### config.mk
export PLATFORM = sky130hd
export DESIGN_NAME = weight_seq_ctrl_nn_flat
export DESIGN_NICKNAME = d
export VERILOG_FILES = /design/src/rtl/weight_seq_ctrl_nn_if.sv /design/src/rtl/weight_seq_ctrl_nn.sv /design/src/flat_wrapper.sv
export SDC_FILE = /design/constraint.sdc
export NUM_CORES = 1
export LEC_CHECK = 0
export ABC_AREA = 1
export CELL_PAD_IN_SITES_DETAIL_PLACEMENT = 1
export CELL_PAD_IN_SITES_GLOBAL_PLACEMENT = 1
export CORE_MARGIN = 1
export CORE_UTILIZATION = 37
export CTS_CLUSTER_DIAMETER = 50
export DETAILED_ROUTE_END_ITERATION = 10
export PLACE_DENSITY_LB_ADDON = 0.12
export SETUP_SLACK_MARGIN = 0.4
export SYNTH_ARGS = -nofsm -noshare
export SYNTH_HDL_FRONTEND = slang
export SYNTH_SLANG_ARGS = --single-unit
export TNS_END_PERCENT = 1
### constraint.sdc
create_clock -name clk -period 4.81 [get_ports clk]
set_clock_uncertainty 0.2 [all_clocks]
set_input_delay 0.481 -clock clk [delete_from_list [all_inputs] [get_ports clk]]
set_output_delay 0.481 -clock clk [all_outputs]
set_load 0.03 [all_outputs]
### src/rtl/weight_seq_ctrl_nn_if.sv
// Weight-load and accumulator-readout channels between the sequencer and the MAC array.
// Pure wiring, no latency.
// Both channels are valid/ready; master (sequencer) owns w_ready and rd_valid.
interface weight_seq_ctrl_nn_if #(
  parameter int N_MACS = 4,
  parameter int ROW_W  = 8,
  parameter int IDX_W  = 2
);
  logic              w_valid;
  logic              w_ready;
  logic [N_MACS-1:0] weight_ctrl;
  logic [ROW_W-1:0]  row_idx;
  logic              rd_valid;
  logic              rd_ready;
  logic [IDX_W-1:0]  rd_idx;

  // Sequencer side.
  modport master (
    input  w_valid, rd_ready,
    output w_ready, weight_ctrl, row_idx, rd_valid, rd_idx
  );

  // Weight source / MAC array side.
  modport slave (
    output w_valid, rd_ready,
    input  w_ready, weight_ctrl, row_idx, rd_valid, rd_idx
  );
endinterface

### src/rtl/weight_seq_ctrl_nn.sv
// Sequences a counted weight-load phase and a counted accumulator-readout phase for an N-MAC array.
// Start -> phase entry one cycle later; strobes are same-cycle with the handshake; status pulses are registered.
// w_valid low stalls LOAD and rd_ready low stalls LAYER indefinitely; mode==0 aborts either phase.
module weight_seq_ctrl_nn #(
  parameter int N_MACS = 4,
  parameter int GROUP  = 2,
  parameter int ROW_W  = 8,
  parameter int IDX_W  = 2,
  localparam int N_GROUPS = N_MACS / GROUP
) (
  input  logic                clk,
  input  logic                rst_n,
  input  logic                start,
  input  logic [2:0]          mode,
  input  logic [ROW_W-1:0]    num_rows,
  input  logic [N_GROUPS-1:0] group_mask,
  weight_seq_ctrl_nn_if.master bus,
  output logic [2:0]          load,
  output logic                busy,
  output logic                load_ready,
  output logic                layer_ready,
  output logic                load_done,
  output logic                layer_done,
  output logic                abort,
  output logic                err
);

  localparam logic [1:0] ST_IDLE  = 2'd0;
  localparam logic [1:0] ST_LOAD  = 2'd1;
  localparam logic [1:0] ST_LAYER = 2'd2;

  localparam logic [2:0] MODE_IDLE  = 3'd0;
  localparam logic [2:0] MODE_LOAD  = 3'd1;
  localparam logic [2:0] MODE_LAYER = 3'd2;

  localparam logic [IDX_W-1:0] RD_LAST = IDX_W'(N_MACS - 1);

  logic [1:0]          state;
  logic [ROW_W-1:0]    row_cnt;
  logic [IDX_W-1:0]    rd_cnt;
  logic [ROW_W-1:0]    nrows_q;
  logic [N_GROUPS-1:0] mask_q;

  logic w_hs;
  logic rd_hs;
  logic row_last;
  logic rd_last;

  // State-decoded handshake outputs; all zero in IDLE, so an async reset clears them at once.
  assign bus.w_ready  = (state == ST_LOAD);
  assign bus.rd_valid = (state == ST_LAYER);
  assign bus.row_idx  = row_cnt;
  assign bus.rd_idx   = rd_cnt;

  assign busy        = (state != ST_IDLE);
  assign load_ready  = (state == ST_LOAD);
  assign layer_ready = (state == ST_LAYER);

  assign w_hs     = bus.w_valid & bus.w_ready;
  assign rd_hs    = bus.rd_valid & bus.rd_ready;
  assign row_last = (row_cnt == nrows_q - ROW_W'(1));
  assign rd_last  = (rd_cnt == RD_LAST);

  // Each MAC captures on the handshake only if its group is enabled; still fires on an aborted final row.
  for (genvar i = 0; i < N_MACS; i++) begin : g_wctrl
    assign bus.weight_ctrl[i] = w_hs & mask_q[i / GROUP];
  end

  // Phase FSM, row/readout counters and one-cycle status pulses.
  always_ff @(posedge clk or negedge rst_n) begin
    if (!rst_n) begin
      state      <= ST_IDLE;
      row_cnt    <= '0;
      rd_cnt     <= '0;
      nrows_q    <= '0;
      mask_q     <= '0;
      load       <= 3'b000;
      load_done  <= 1'b0;
      layer_done <= 1'b0;
      abort      <= 1'b0;
      err        <= 1'b0;
    end else begin
      load       <= 3'b000;
      load_done  <= 1'b0;
      layer_done <= 1'b0;
      abort      <= 1'b0;
      err        <= 1'b0;

      case (state)
        ST_IDLE: begin
          if (start) begin
            case (mode)
              MODE_LOAD: begin
                // An empty mask can capture nothing, so it is a bad request even with rows pending.
                if (group_mask == '0) begin
                  err <= 1'b1;
                end else if (num_rows == '0) begin
                  load_done <= 1'b1;
                end else begin
                  nrows_q <= num_rows;
                  mask_q  <= group_mask;
                  row_cnt <= '0;
                  load    <= 3'b001;
                  state   <= ST_LOAD;
                end
              end
              MODE_LAYER: begin
                rd_cnt <= '0;
                load   <= 3'b010;
                state  <= ST_LAYER;
              end
              default: err <= 1'b1;
            endcase
          end
        end

        ST_LOAD: begin
          if (mode == MODE_IDLE) begin
            abort   <= 1'b1;
            row_cnt <= '0;
            state   <= ST_IDLE;
          end else if (w_hs) begin
            if (row_last) begin
              load_done <= 1'b1;
              row_cnt   <= '0;
              state     <= ST_IDLE;
            end else begin
              row_cnt <= row_cnt + ROW_W'(1);
            end
          end
        end

        ST_LAYER: begin
          if (mode == MODE_IDLE) begin
            abort  <= 1'b1;
            rd_cnt <= '0;
            state  <= ST_IDLE;
          end else if (rd_hs) begin
            if (rd_last) begin
              layer_done <= 1'b1;
              rd_cnt     <= '0;
              state      <= ST_IDLE;
            end else begin
              rd_cnt <= rd_cnt + IDX_W'(1);
            end
          end
        end

        default: state <= ST_IDLE;
      endcase
    end
  end

endmodule

### src/flat_wrapper.sv
// flat-port wrapper written by rule: the top's interface ports become plain ports
module weight_seq_ctrl_nn_flat 
#(
  parameter int N_MACS = 4,
  parameter int GROUP  = 2,
  parameter int ROW_W  = 8,
  parameter int IDX_W  = 2,
  localparam int N_GROUPS = N_MACS / GROUP
)
  (clk, rst_n, start, mode, num_rows, group_mask, load, busy, load_ready, layer_ready, load_done, layer_done, abort, err, bus_w_valid, bus_rd_ready, bus_w_ready, bus_weight_ctrl, bus_row_idx, bus_rd_valid, bus_rd_idx);
  weight_seq_ctrl_nn_if #(.N_MACS(N_MACS), .ROW_W(ROW_W), .IDX_W(IDX_W)) bus_i ();
  input  logic clk;
  input  logic rst_n;
  input  logic start;
  input  logic [2:0] mode;
  input  logic [ROW_W-1:0] num_rows;
  input  logic [N_GROUPS-1:0] group_mask;
  output logic [2:0] load;
  output logic busy;
  output logic load_ready;
  output logic layer_ready;
  output logic load_done;
  output logic layer_done;
  output logic abort;
  output logic err;
  input wire logic [$bits(bus_i.w_valid)-1:0] bus_w_valid;
  input wire logic [$bits(bus_i.rd_ready)-1:0] bus_rd_ready;
  output wire logic [$bits(bus_i.w_ready)-1:0] bus_w_ready;
  output wire logic [$bits(bus_i.weight_ctrl)-1:0] bus_weight_ctrl;
  output wire logic [$bits(bus_i.row_idx)-1:0] bus_row_idx;
  output wire logic [$bits(bus_i.rd_valid)-1:0] bus_rd_valid;
  output wire logic [$bits(bus_i.rd_idx)-1:0] bus_rd_idx;
  assign bus_i.w_valid = bus_w_valid;
  assign bus_i.rd_ready = bus_rd_ready;
  assign bus_w_ready = bus_i.w_ready;
  assign bus_weight_ctrl = bus_i.weight_ctrl;
  assign bus_row_idx = bus_i.row_idx;
  assign bus_rd_valid = bus_i.rd_valid;
  assign bus_rd_idx = bus_i.rd_idx;
  weight_seq_ctrl_nn #(.N_MACS(N_MACS), .GROUP(GROUP), .ROW_W(ROW_W), .IDX_W(IDX_W)) u_core (.clk(clk), .rst_n(rst_n), .start(start), .mode(mode), .num_rows(num_rows), .group_mask(group_mask), .bus(bus_i), .load(load), .busy(busy), .load_ready(load_ready), .layer_ready(layer_ready), .load_done(load_done), .layer_done(layer_done), .abort(abort), .err(err));
endmodule
==> README.md <==
| Result | Reported |
|:---|:---|
| Die outline width | 71.2 µm |
| Layout Area Growth over Synthesis | 27.6% |
| Terminus of the critical flop-to-flop path | u_core.nrows_q[6] |
| Met1 routed wirelength after detailed routing | 2.13 mm |
| Reg area | 701 µm² |
| Fin worst setup slack | 2170 ps |
| Pin count of the biggest net entering global routing | 29 |
| Kind of end point of the critical path | primary output |
| Height of the die | 71.2 µm |
| # resized after CTS | 0 |
| Top-Level Pins | 44 |
| MaxCap Viol Count | 0 |
| Clk root buf | sky130_fd_sc_hd__clkbuf_8 |
| Proportion of synthesized flip-flops having asynchronous set or reset | 1.00 |
| Register share after synthesis | 0.395 |
| Fmax | 379 MHz |
| P per Cell Area | 509 mW/mm² |
| Via count of the first global-routing pass | 1677 |
| Tightest hold margin | 326 ps |
| Antenna fix cells | 0 |
| Count of synthesis-stage warnings from yosys | 0 |
| Final number of setup-violating endpoints | 0 |
| Final min period | 2640 ps |
| Startpoint of the lowest-slack hold path | u_core.nrows_q[7] |
| Yosys cell count | 247 |
| Post CTS Setup Buffer Count | 0 |
| Worst Tran Pin Value | 1020 ps |
| Type of the worst min-delay path | register to register |
| Global-route total usage across every layer | 0.194 |
| Met3 Routed Length | 104 µm |
| Insertion delay of the later-clocked pin in the worst-skew pair | 280 ps |
| Data arrival, critical path | 1960 ps |
| Net count after synthesis | 271 |
| Reg clk slew, reported paths | 100 ps |
| Clock tree from TritonCTS | yes |
| Cell count after synthesis | 247 |
| Antenna violation net count after detailed routing | 0 |
| Failing checks | design-rule violations |
| GR Layer Usage met1 | 0.253 |
| Total tool warning count | 28 |
| Launching instance or port of the critical path | u_core.state[1] |
| Fraction of final layout cells with drive strength greater than 1 | 0.0702 |
| Start of the worst register-to-register path | u_core.state[0] |
| Fill count | 567 |
| Post-synthesis sequential element count | 28 |
| Clock Sinks | 28 |
| Antenna violations before repair | 0 |
| Placed wire-length estimate | 3.56 mm |
| Final period util | 0.549 |
| Length of the first detailed-routing pass in iterations | 7 |
| Number of nets in the finished design | 310 |
| Worst Reg2Reg Path Length in Cells | 7 |
| Mean number of vias per cell | 4.81 |
| # port buffers | 42 |
| Core utilization of the finished layout | 0.506 |
| Count of unique library cells instantiated by Yosys | 27 |
| Number of vias in the routed layout | 1620 |
| Type of element launching the critical path | register |
| Syn avg cell area | 7.18 µm² |
| Top library cells by usage in the layout, fill and taps aside | sky130_fd_sc_hd__nand2_1, sky130_fd_sc_hd__clkdlybuf4s50_1, sky130_fd_sc_hd__inv_1 |
| Total count of hold-check failures in the final report | 0 |
| Worst hold stages | 2 |
| TNS Setup | 0 ps |
| Unrepaired setup endpoints after global routing | no |
| Status | finished with violations |
| Wire length per cell | 13.4 µm |
| Gate Area | 882 µm² |
| Top routing layer in use | met4 |
| Wire length on met2 | 2.22 mm |
| Leading register cell type out of synthesis | sky130_fd_sc_hd__dfrtp_1 |
| Leakage power total | 0.00109 µW |
| Die area | 0.00507 mm² |
| Post-synth EDFFs | 0 |
| Routability congestion estimate from global placement | 0.734 |
| Critical path class | register to primary output |
| Maximum net fanout on the critical path | 5 |
| Most frequently placed logic cell in the final layout | sky130_fd_sc_hd__nand2_1 |
| End point of the critical path | bus_weight_ctrl[3] |
| Relative slew slack | 0.314 |
| Area of the core | 0.00447 mm² |
| Maximum count of clock buffers along a single path | 2 |
| Critical path data required time | 4130 ps |
| Total cell area reported by yosys after synthesis | 0.00177 mm² |
| GR Layer Usage met3 | 0.0253 |
| Total overflow reported by the global router | 0 |
| CTS Hold Bufs | 0 |
| Register-to-Register Setup Slack | 2440 ps |
| Maximum resistive drop on vdd | 0.000295 V |
| Worst min-delay path endpoint | u_core.nrows_q[7] |
| Post-placement worst setup slack | 2010 ps |
| Layer carrying the most global-route usage | met2 |
| Count of routing violations after the opening detailed-route iteration | 86 |
| Final count of pins violating max slew | 0 |
| Initial standard-cell utilization of the core | 0.396 |
| First-pass GRT wire length | 7.77 mm |
| Number of DRC violations after detailed routing | 1 |
| Count of H-tree levels built during CTS | 1 |
| Cell area after synthesis | 0.00177 mm² |
power breakdown:
part / switching (µW) / leakage (µW) / internal (µW)
registers: 56.1 / 0.000367 / 302
clock network: 77.9 / 0.0000288 / 73.5
logic: 406 / 0.000697 / 236
total: 540 / 0.00109 / 611
critical path, cell delays in order, from the launching register on:
cell and delay [ps]:
sky130_fd_sc_hd__dfrtp_1 410, sky130_fd_sc_hd__inv_1 90, sky130_fd_sc_hd__ha_1 250, sky130_fd_sc_hd__nand2_1 110, sky130_fd_sc_hd__nor2_1 130, sky130_fd_sc_hd__clkdlybuf4s50_1 690
final cells by class:
cell class | count | area share
timing repair buffer | 43 | 0.189
inverter | 35 | 0.0581
clock buffer | 4 | 0.0243
sequential | 28 | 0.310
multi-input combinational | 175 | 0.390
tap | 52 | 0.0288
cells by family (layout without fill, tap and decap cells):
logic type                 count (synthesis)  count (layout)  synth area share
adders and majority gates                  6               6            0.0423
other                                      1               1           0.00212
xor gates and xnor gates                  10              10            0.0494
buffers and inverters                     44              82             0.110
AOI/OAI and AO/OA                         24              24            0.0734
DFF                                       28              28             0.395
and+or+nand+nor                          134             134             0.327
stage by stage:
step	power [µW]	area (µm²)	std cells
finish	1150	2260	337
CTS	1170	2260	337
detailed placement	1010	2210	333
global route	1250	2260	337
global placement	998	2210	333
floorplan	825	1770	247
synthesized netlist by cell type, drive strengths merged, types with 3 or more instances:
cell type | count | area share
buf | 8 | 0.033
nand2 | 81 | 0.18
nand4 | 3 | 0.011
a21oi | 7 | 0.024
dfrtp | 28 | 0.40
ha | 6 | 0.042
nor2 | 29 | 0.068
nand3 | 16 | 0.045
xnor2 | 5 | 0.025
o21ai | 15 | 0.042
inv | 35 | 0.074
or2 | 3 | 0.011
xor2 | 5 | 0.025
Figure 1. Signal wires on met2.
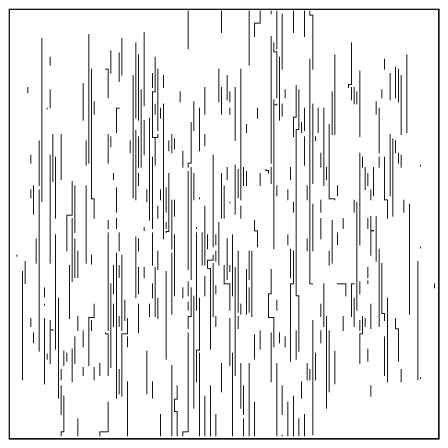
main direction	vertical
longest straight run	37.4 µm
nets with wire on the layer	263
total wire length: 4.50 mm
Global Route met2 Usage: 0.339

Figure 2. Cells by drive strength.
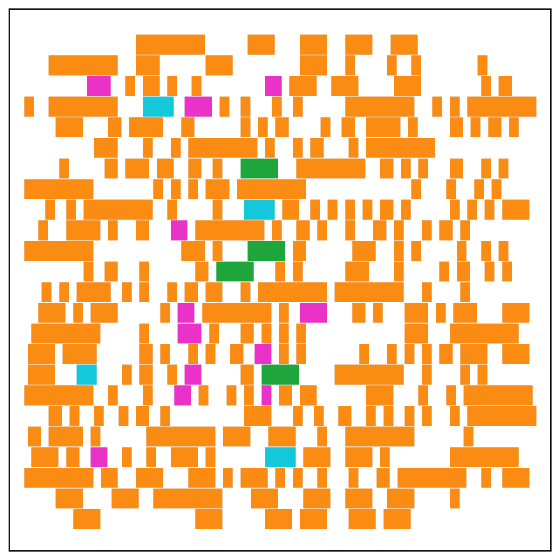
size	colour	cells	share	most used
x3 and x4	cyan	4	1.4%	nand2_4
x1 and smaller	orange	265	93%	nand2_1
x6 and larger	green	4	1.4%	clkbuf_8
x2	magenta	12	4.2%	nand2_2
finished layout cell area: 0.00226 mm²
count of buffers not belonging to the clock network in the layout: 43

Figure 3. Cells coloured by class.
The bar under the picture is 20 µm long. Fill, decap, tap and diode cells in grey.
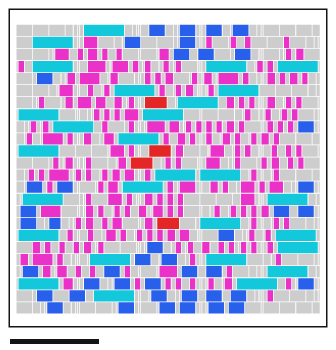
class	colour	cells
remaining buffers and delay cells	blue	43
sequential cells	cyan	28
remaining logic cells	magenta	210
clock drivers and dummy loads	red	4
count of standard-cell rows: 24
register fraction of the total cell area: 0.310

Figure 4. The clock network.
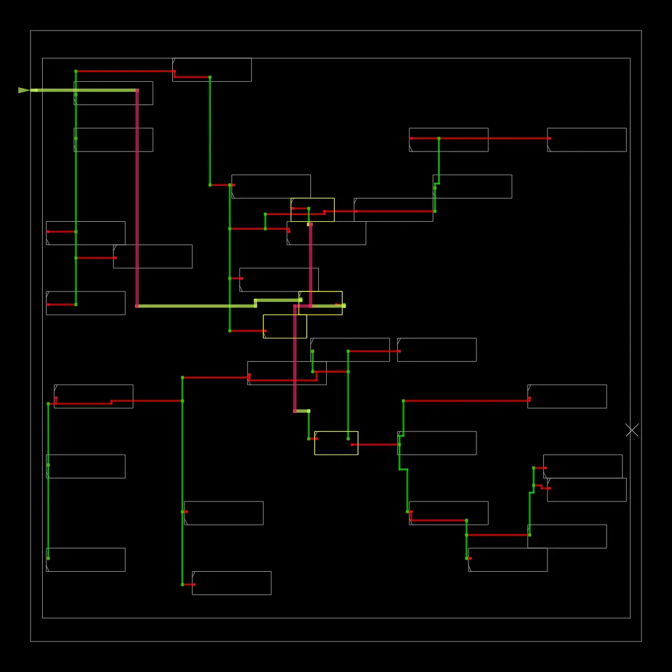
Power Clock: 151 µW
number of clock-tree buffers in the layout: 4
CTS buffer count: 3

Power and IR drop assume default switching activity.
